==> run_1/detail.png <==
Bar = 5 um. Region (82, 82) to (102, 102) um. Cells in gray, sequential cells in the stronger gray; small squares are vias.
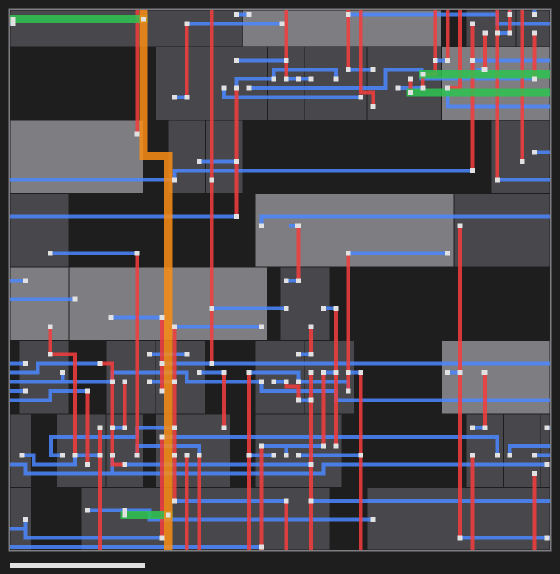
==> run_1/congestion.png <==
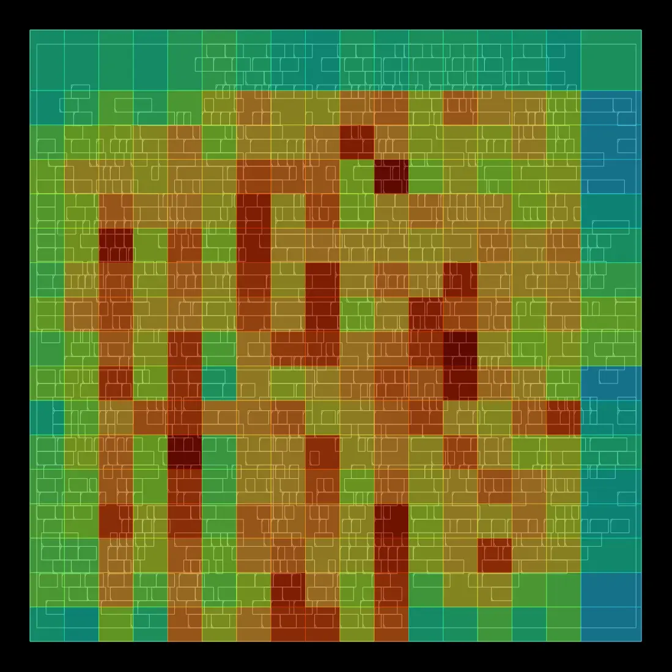
==> run_1/layer_met1.png <==
Bar = 20 um.
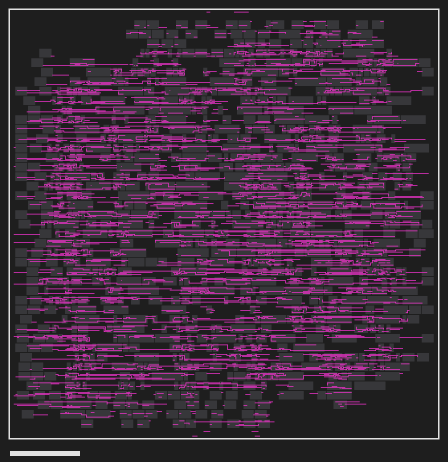
**src/rtl/uart_frame_arbiter.sv**
```systemverilog
// rtl/uart_frame_arbiter.sv - two-source round-robin framer in front of a UART byte transmitter
//
// Purpose: arbitrates two 64-bit word sources onto one UART TX byte engine. The granted
// word is sent as a 10-byte frame: header (HDR_BASE | src), 8 data bytes LSB-first,
// XOR checksum of the previous nine bytes. Every byte waits for tx_done, guarded by a
// watchdog; a stalled byte aborts the frame.
//
// Ports:
//   clk, rst            clock, synchronous active-high reset
//   req_a/req_b         source word pending, held until the matching ack
//   data_a/data_b       source words, sampled only at grant
//   ack_a/ack_b         1-cycle pulse when the source's frame completed
//   tx_data, tx_start   byte to the transmitter and its 1-cycle load strobe
//   tx_done             1-cycle pulse from the transmitter, byte finished
//   busy                frame in progress
//   grant_src           current/last granted source (0=A, 1=B)
//   err                 1-cycle pulse on byte timeout (frame aborted)
//   frame_cnt           completed frames, wraps at 16 bits

module uart_frame_arbiter #(
  parameter int unsigned CLK_F      = 50_000_000,
  parameter int unsigned UART_BPS   = 115200,
  parameter logic [7:0]  HDR_BASE   = 8'hA0,
  parameter int unsigned TX_TIMEOUT = 12 * (CLK_F / UART_BPS)
) (
  input  logic        clk,
  input  logic        rst,
  input  logic        req_a,
  input  logic [63:0] data_a,
  output logic        ack_a,
  input  logic        req_b,
  input  logic [63:0] data_b,
  output logic        ack_b,
  output logic [7:0]  tx_data,
  output logic        tx_start,
  input  logic        tx_done,
  output logic        busy,
  output logic        grant_src,
  output logic        err,
  output logic [15:0] frame_cnt
);

  localparam int unsigned   TW         = $clog2(TX_TIMEOUT + 1);
  localparam logic [TW-1:0] TIMER_LAST = TW'(TX_TIMEOUT - 1);
  localparam logic [3:0]    IDX_DATA_LAST = 4'd8;
  localparam logic [3:0]    IDX_CSUM      = 4'd9;

  typedef enum logic [2:0] {
    S_IDLE,
    S_ISSUE,
    S_WAIT,
    S_DONE,
    S_ABORT
  } state_t;

  state_t          state;
  state_t          state_next;
  logic [63:0]     shreg;
  logic [3:0]      idx;
  logic [7:0]      csum;
  logic [TW-1:0]   timer;
  logic            last_grant;
  logic            pick_b;
  logic            timeout;
  logic [7:0]      hdr_byte;

  always_comb begin
    state_next = state;
    tx_start   = 1'b0;
    busy       = 1'b1;
    ack_a      = 1'b0;
    ack_b      = 1'b0;
    err        = 1'b0;

    // Single requester wins outright; on a tie the source that did not go last wins.
    pick_b   = req_b && (!req_a || !last_grant);
    hdr_byte = HDR_BASE | {7'b0, pick_b};
    timeout  = (state == S_WAIT) && (timer == TIMER_LAST);

    case (state)
      S_IDLE: begin
        busy = 1'b0;
        if (req_a || req_b) state_next = S_ISSUE;
      end
      S_ISSUE: begin
        tx_start   = 1'b1;
        state_next = S_WAIT;
      end
      S_WAIT: begin
        if (tx_done) begin
          state_next = (idx == IDX_CSUM) ? S_DONE : S_ISSUE;
        end else if (timeout) begin
          // err fires on the last cycle a tx_done would still have been accepted,
          // i.e. exactly TX_TIMEOUT cycles after the byte's tx_start.
          err        = 1'b1;
          state_next = S_ABORT;
        end
      end
      S_DONE: begin
        ack_a      = !grant_src;
        ack_b      = grant_src;
        state_next = S_IDLE;
      end
      S_ABORT: begin
        state_next = S_IDLE;
      end
      default: state_next = S_IDLE;
    endcase
  end

  // tx_data is loaded on entry to ISSUE so it is already valid while tx_start is high
  // and stays put through WAIT. csum accumulates each of bytes 0..8 as it is loaded.
  always_ff @(posedge clk) begin
    if (rst) begin
      state      <= S_IDLE;
      shreg      <= '0;
      idx        <= '0;
      csum       <= '0;
      timer      <= '0;
      last_grant <= 1'b1;
      grant_src  <= 1'b0;
      tx_data    <= '0;
      frame_cnt  <= '0;
    end else begin
      state <= state_next;
      case (state)
        S_IDLE: begin
          if (req_a || req_b) begin
            grant_src <= pick_b;
            shreg     <= pick_b ? data_b : data_a;
            idx       <= '0;
            tx_data   <= hdr_byte;
            csum      <= hdr_byte;
          end
        end
        S_ISSUE: begin
          timer <= '0;
        end
        S_WAIT: begin
          timer <= timer + 1'b1;
          if (tx_done && (idx != IDX_CSUM)) begin
            idx <= idx + 4'd1;
            if (idx == IDX_DATA_LAST) begin
              tx_data <= csum;
            end else begin
              tx_data <= shreg[7:0];
              csum    <= csum ^ shreg[7:0];
              shreg   <= {8'h00, shreg[63:8]};
            end
          end
        end
        S_DONE: begin
          frame_cnt  <= frame_cnt + 16'd1;
          last_grant <= grant_src;
        end
        S_ABORT: begin
          last_grant <= grant_src;
        end
        default: ;
      endcase
    end
  end

endmodule
```
**config.mk**
```make
export PLATFORM = sky130hd
export DESIGN_NAME = uart_frame_arbiter
export DESIGN_NICKNAME = d
export VERILOG_FILES = /design/src/rtl/uart_frame_arbiter.sv
export SDC_FILE = /design/constraint.sdc
export NUM_CORES = 1
export LEC_CHECK = 0
export CAP_MARGIN = 20
export CORE_UTILIZATION = 40
export CTS_CLUSTER_SIZE = 40
export DETAILED_ROUTE_END_ITERATION = 10
export GPL_TIMING_DRIVEN = 0
export PLACE_DENSITY = 0.69
export SYNTH_ARGS = -nofsm -noshare
export SYNTH_HDL_FRONTEND = slang
export SYNTH_SLANG_ARGS = --single-unit
```
**constraint.sdc**
```tcl
create_clock -name clk -period 1.85 [get_ports clk]
set_input_delay 0.37 -clock clk [delete_from_list [all_inputs] [get_ports clk]]
set_output_delay 0.37 -clock clk [all_outputs]
set_load 0.01 [all_outputs]
```
==> qor.yml, run 1 <==
outcome: "finished, violations left"
violations: "negative setup slack"
critPathCaptureType: "output pin"
drive_gt1_share_pct: 16.5
met2_usage_pct: 42.3
ys_types: 59
final.setup_skew_ns: 0.00685
arrival_ns: 1.54
worst_slack_ns: -0.0579
seq_share_pct: 27.5
fp_util_pct: 41.4
rsz0062_at_grt: "yes"
drt_iter0_markers: 368
pwr-share-comb_pct: 19.5
setup_viol: 3
synth_area_per_cell_um2: 8.10
bufAreaShareNonClock_pct: 25.0
grtUsageMet1_pct: 33.3
top_cell_area_share_pct: 40.7
grt_pass1_wl_mm: 29.9
critPathLaunchType: "flop"
About detail.png:
| color | layer |
|---|---|
| orange | metal 4 |
| red | metal 2 |
| green | metal 3 |
| blue | metal 1 |
netlist names of flops here include: timer (3), frame_cnt (2)
sequential cells in the window: 5
most frequent: nor2_1 (5), dfxtp_1 (5), a21oi_1 (4)
cells with their middle in the window: 28

About congestion.png:
busiest grt layer: met2
met3 usage: 5.44%

About layer_met1.png:
main direction: horizontal
wire length on this layer: 8580 um

-- run 1: registers in the layout, summed over array words and instances, names as in the netlist --
name        count
csum            8
frame_cnt      16
grant_src       1
idx             4
last_grant      1
shreg          64
state           3
timer          13
tx_data         8
-- run 1: through the flow --
| step | std cells | total power [mW] | hold WS [ns] | setup TNS (ns) |
|---|---|---|---|---|
| after floorplan | 717 | 3.65 | 0.433 | 0 |
| after global placement | 1059 | 4.23 | 0.440 | -44.18 |
| after CTS | 1104 | 7.53 | 0.453 | -0.430 |
| final | 1107 | 7.55 | 0.451 | -0.147 |
| after detailed placement | 1059 | 4.26 | 0.448 | -47.68 |
| after global routing | 1107 | 7.86 | 0.468 | -0.479 |
==> run 2, diff against run 1 <==
Settings changed: ABC_CLOCK_PERIOD_IN_PS set to 1850.
==> run_2/congestion.png <==
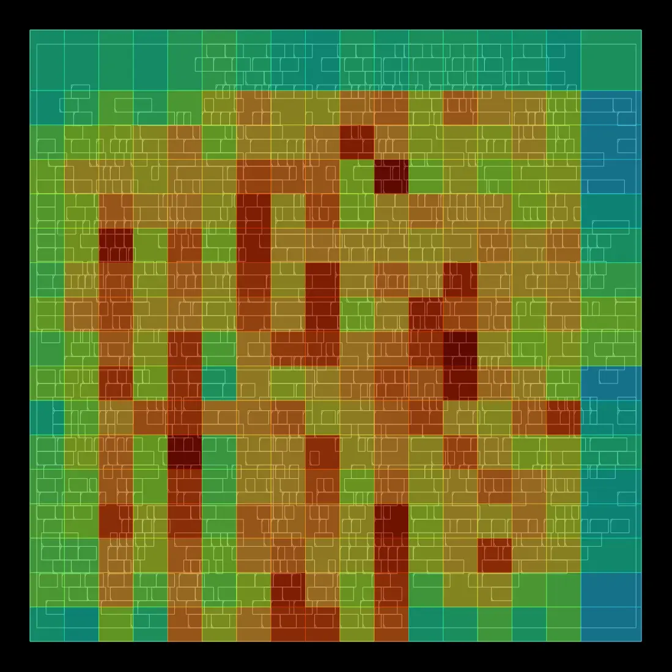
routed len/inst: 17.2 um
met1 Use GR: 33.3%
met2 Use GR: 42.3%
Finished Core Util: 61.9%
All-Layer GR Usage: 26.0%

==> run 2 against run 1 <==
  * The flow still finishes with violations (negative setup slack)
  * Power unchanged
  * Final cell count is the same
  * Via count is the same
  * Critical path depth stayed put
  * Sequential power about the same
  * Utilization stayed put
  * Critical endpoint unchanged
==> qor.yml, run 2 <==
setup_viol: 3
fmax_ghz: 0.524
top_cells_by_count: "150 x a21oi_1, 118 x dfxtp_1, 87 x nor2_1, 81 x nand2_1, 56 x a22o_1"
fp_util_pct: 41.4
synth_area_per_cell_um2: 8.10
bufAreaShareNonClock_pct: 25.0
outcome: "finished, violations left"
fin_tns_setup_ns: -0.147
top_cell_area_share_pct: 40.7
top_register: "shreg"
crit_fanout: 6
rsz0062_at_grt: "yes"
critPathLaunchType: "flop"
clockPowerShare_pct: 42.2
grt_pass1_wl_mm: 29.9
netlist_instances: 717
ys_types: 59
clock_latency_ns: 0.42
final.setup_skew_ns: 0.00685
drive_gt1_share_pct: 16.5
placedCellCount: 1059
violations: "negative setup slack"
seq_share_pct: 27.5
maxPowerGroup: "the clock network"
hold-worst-slack_ns: 0.451
critPathCaptureType: "output pin"
top_regs: "shreg x64, frame_cnt x16, timer x13"
slew_viol_final: 0
nets: 1055
largest_reg_flops: 64
power_mw: 7.55
arrival_ns: 1.54
worst_slack_ns: -0.0579
layout.cells.non_filler: 1107
hp-start: "tx_data[1]"
placed_area_um2: 7660
path_buffers: 4
==> run_2/layer_met1.png <==
Bar = 20 um.
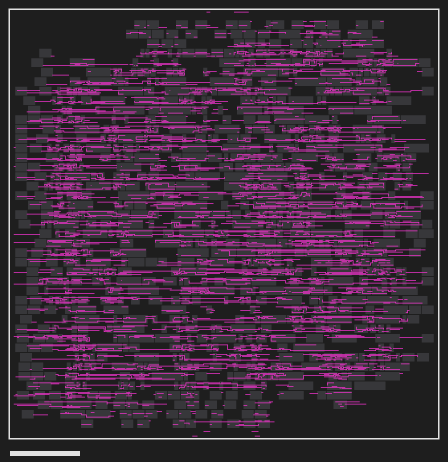
share of all routed wire: 45%
wire length on this layer: 8580 um
longest straight run: 51.1 um

-- run 2: cell counts after synthesis --
No cell type changed its count.
-- run 2: layer usage --
layer  share of wire [%]  vias up  global-route usage, %
li1                    -     2995                      -
met1                  45     2897                   33.3
met2                  47      228                   42.3
met3                 5.7       38                   5.44
met4                 2.3        0                   10.7
met5                   0        -                      0
-- run 2: worst min path at each step --
| stage | end | slack (ns) | cells after the start |
|---|---|---|---|
| 2_1_floorplan | shreg[56] | 0.43 | 1 |
| 3_3_place_gp | tx_data[3] | 0.44 | 2 |
| 3_5_place_dp | tx_data[1] | 0.45 | 2 |
| 4_1_cts | tx_data[1] | 0.45 | 2 |
| 5_1_grt | tx_data[1] | 0.47 | 2 |
| 6_report | tx_data[1] | 0.45 | 2 |
==> run_2/wires.png <==
Bar = 20 um. Only two layers are drawn.
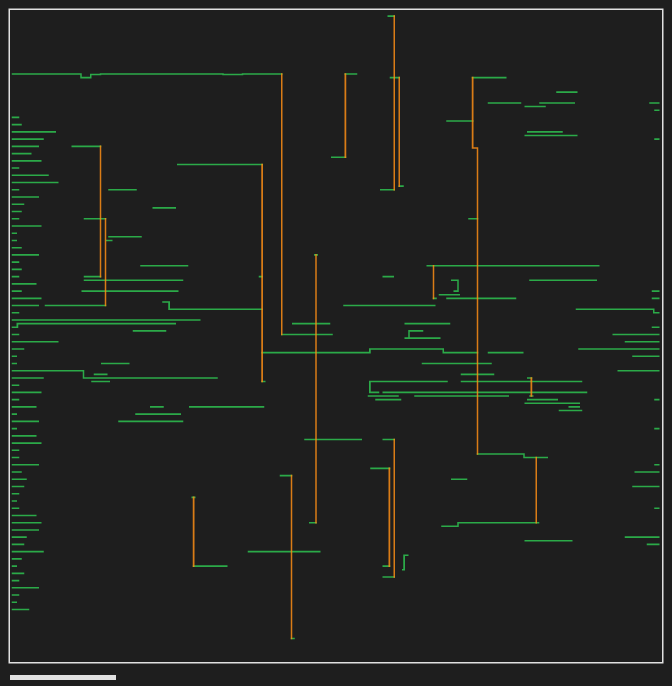

==> run 3, diff against run 2 <==
Settings changed: ABC_CLOCK_PERIOD_IN_PS 1850 to 2500.
Clock period 1.85 ns to 2.5 ns, I/O delays scaled along.
==> run_3/wires.png <==
Bar = 20 um. Only two layers are drawn.
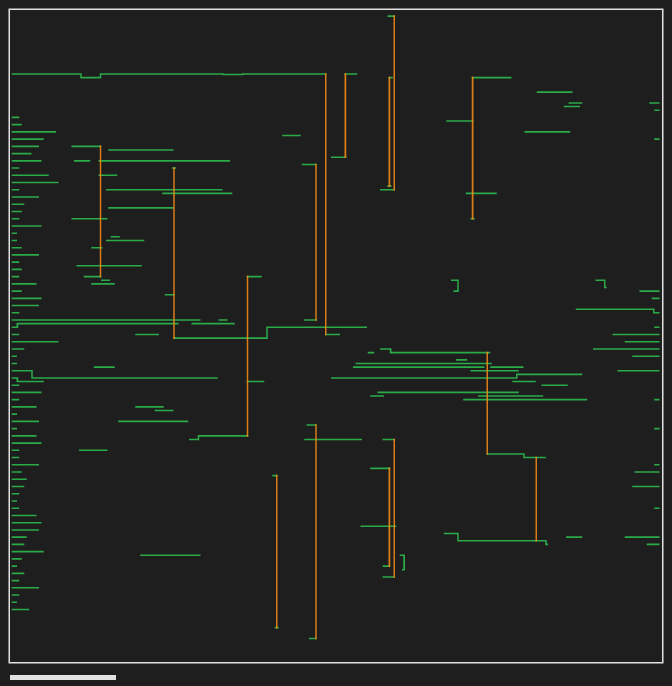
| color | layer | wire length |
|---|---|---|
| orange | metal 4 | 407 um |
| green | metal 3 | 1030 um |

==> run_3/detail.png <==
Bar = 5 um. Region (82, 82) to (102, 102) um. Cells in gray, sequential cells in the stronger gray; small squares are vias.
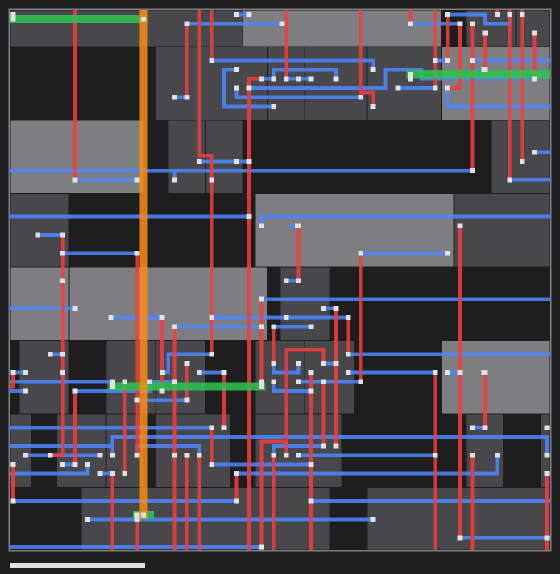
| color | layer |
|---|---|
| blue | metal 1 |
| orange | metal 4 |
| red | metal 2 |
| green | metal 3 |
most frequent: dfxtp_1 (5), nor2_1 (4), a21oi_1 (4)
cells with their middle in the window: 26
sequential cells in the window: 5
netlist names of flops here include: timer (3), frame_cnt (2)

==> run 3 against run 2 <==
  * The run now ends clean
  * Clock-buffer cell count is the same
  * Worst setup slack better by 0.19 ns
  * Synthesized cell count unchanged
  * Via count decreased by 1.0%
  * Design area down 5.3%
  * Critical endpoint is now err
  * Die size unchanged
==> qor.yml, run 3 <==
top_cells_by_count: "150 x a21oi_1, 118 x dfxtp_1, 87 x nor2_1, 81 x nand2_1, 56 x a22o_1"
largest_reg_flops: 64
use_met3_pct: 5.39
dr_wl_met3_mm: 1.03
top_cell_area_share_pct: 40.7
met2_wirelength_mm: 8.65
top_register: "shreg"
grt_pass1_wl_mm: 29.5
critPathCaptureType: "output pin"
final.setup_skew_ns: 0.00759
critPathLaunchType: "flop"
power_mw: 5.49
clockPowerShare_pct: 42.9
whs_path_depth: 2
placed_area_um2: 7660
arrival_ns: 1.87
fmax_ghz: 0.422
rsz0062_at_grt: "no"
highest_layer: "met4"
nets: 1033
top_regs: "shreg x64, frame_cnt x16, timer x13"
clock_latency_ns: 0.42
avgRoutedWirePerCell_um: 17.1
ys_types: 59
synth_area_per_cell_um2: 8.10
finalCoreUtilization_pct: 58.6
outcome: "finished, final reports clean"
layout.cells.non_filler: 1085
wl_met1_mm: 8.52
met2_usage_pct: 41.3
drive_gt1_share_pct: 7.96
fp_util_pct: 41.4
hold-worst-slack_ns: 0.451
fin_tns_setup_ns: 0
seq_share_pct: 28.7
==> run 3: worst min-delay path: stages, from the launching register on <==
cell and delay, ns:
dfxtp_1 0.31, nand2_1 0.05, a21oi_1 0.05
==> run 3: kinds of logic (layout without fill, tap and decap cells) <==
logic type               Yosys count  count (layout)  share of synthesized area (%)
AND-OR/OR-AND                    263             263                           28.8
XOR/XNOR                           9               9                           1.36
adder cells (fa/ha/maj)            5               5                           1.08
buffers and inverters             65             253                           5.47
flip-flops                       118             118                           40.7
multiplexers                      18              18                           3.27
AND/OR/NAND/NOR                  239             239                           19.3
==> run 3: final timing paths <==
kind	start	slack [ns]	end
worst max-delay path	timer[3]	0.13	err
worst min-delay path	tx_data[1]	0.45	tx_data[1]
worst max register to register	idx[0]	0.41	shreg[11]
worst min register to register	tx_data[1]	0.45	tx_data[1]
Power figures rest on the tool's default switching activity, not on a simulated workload.
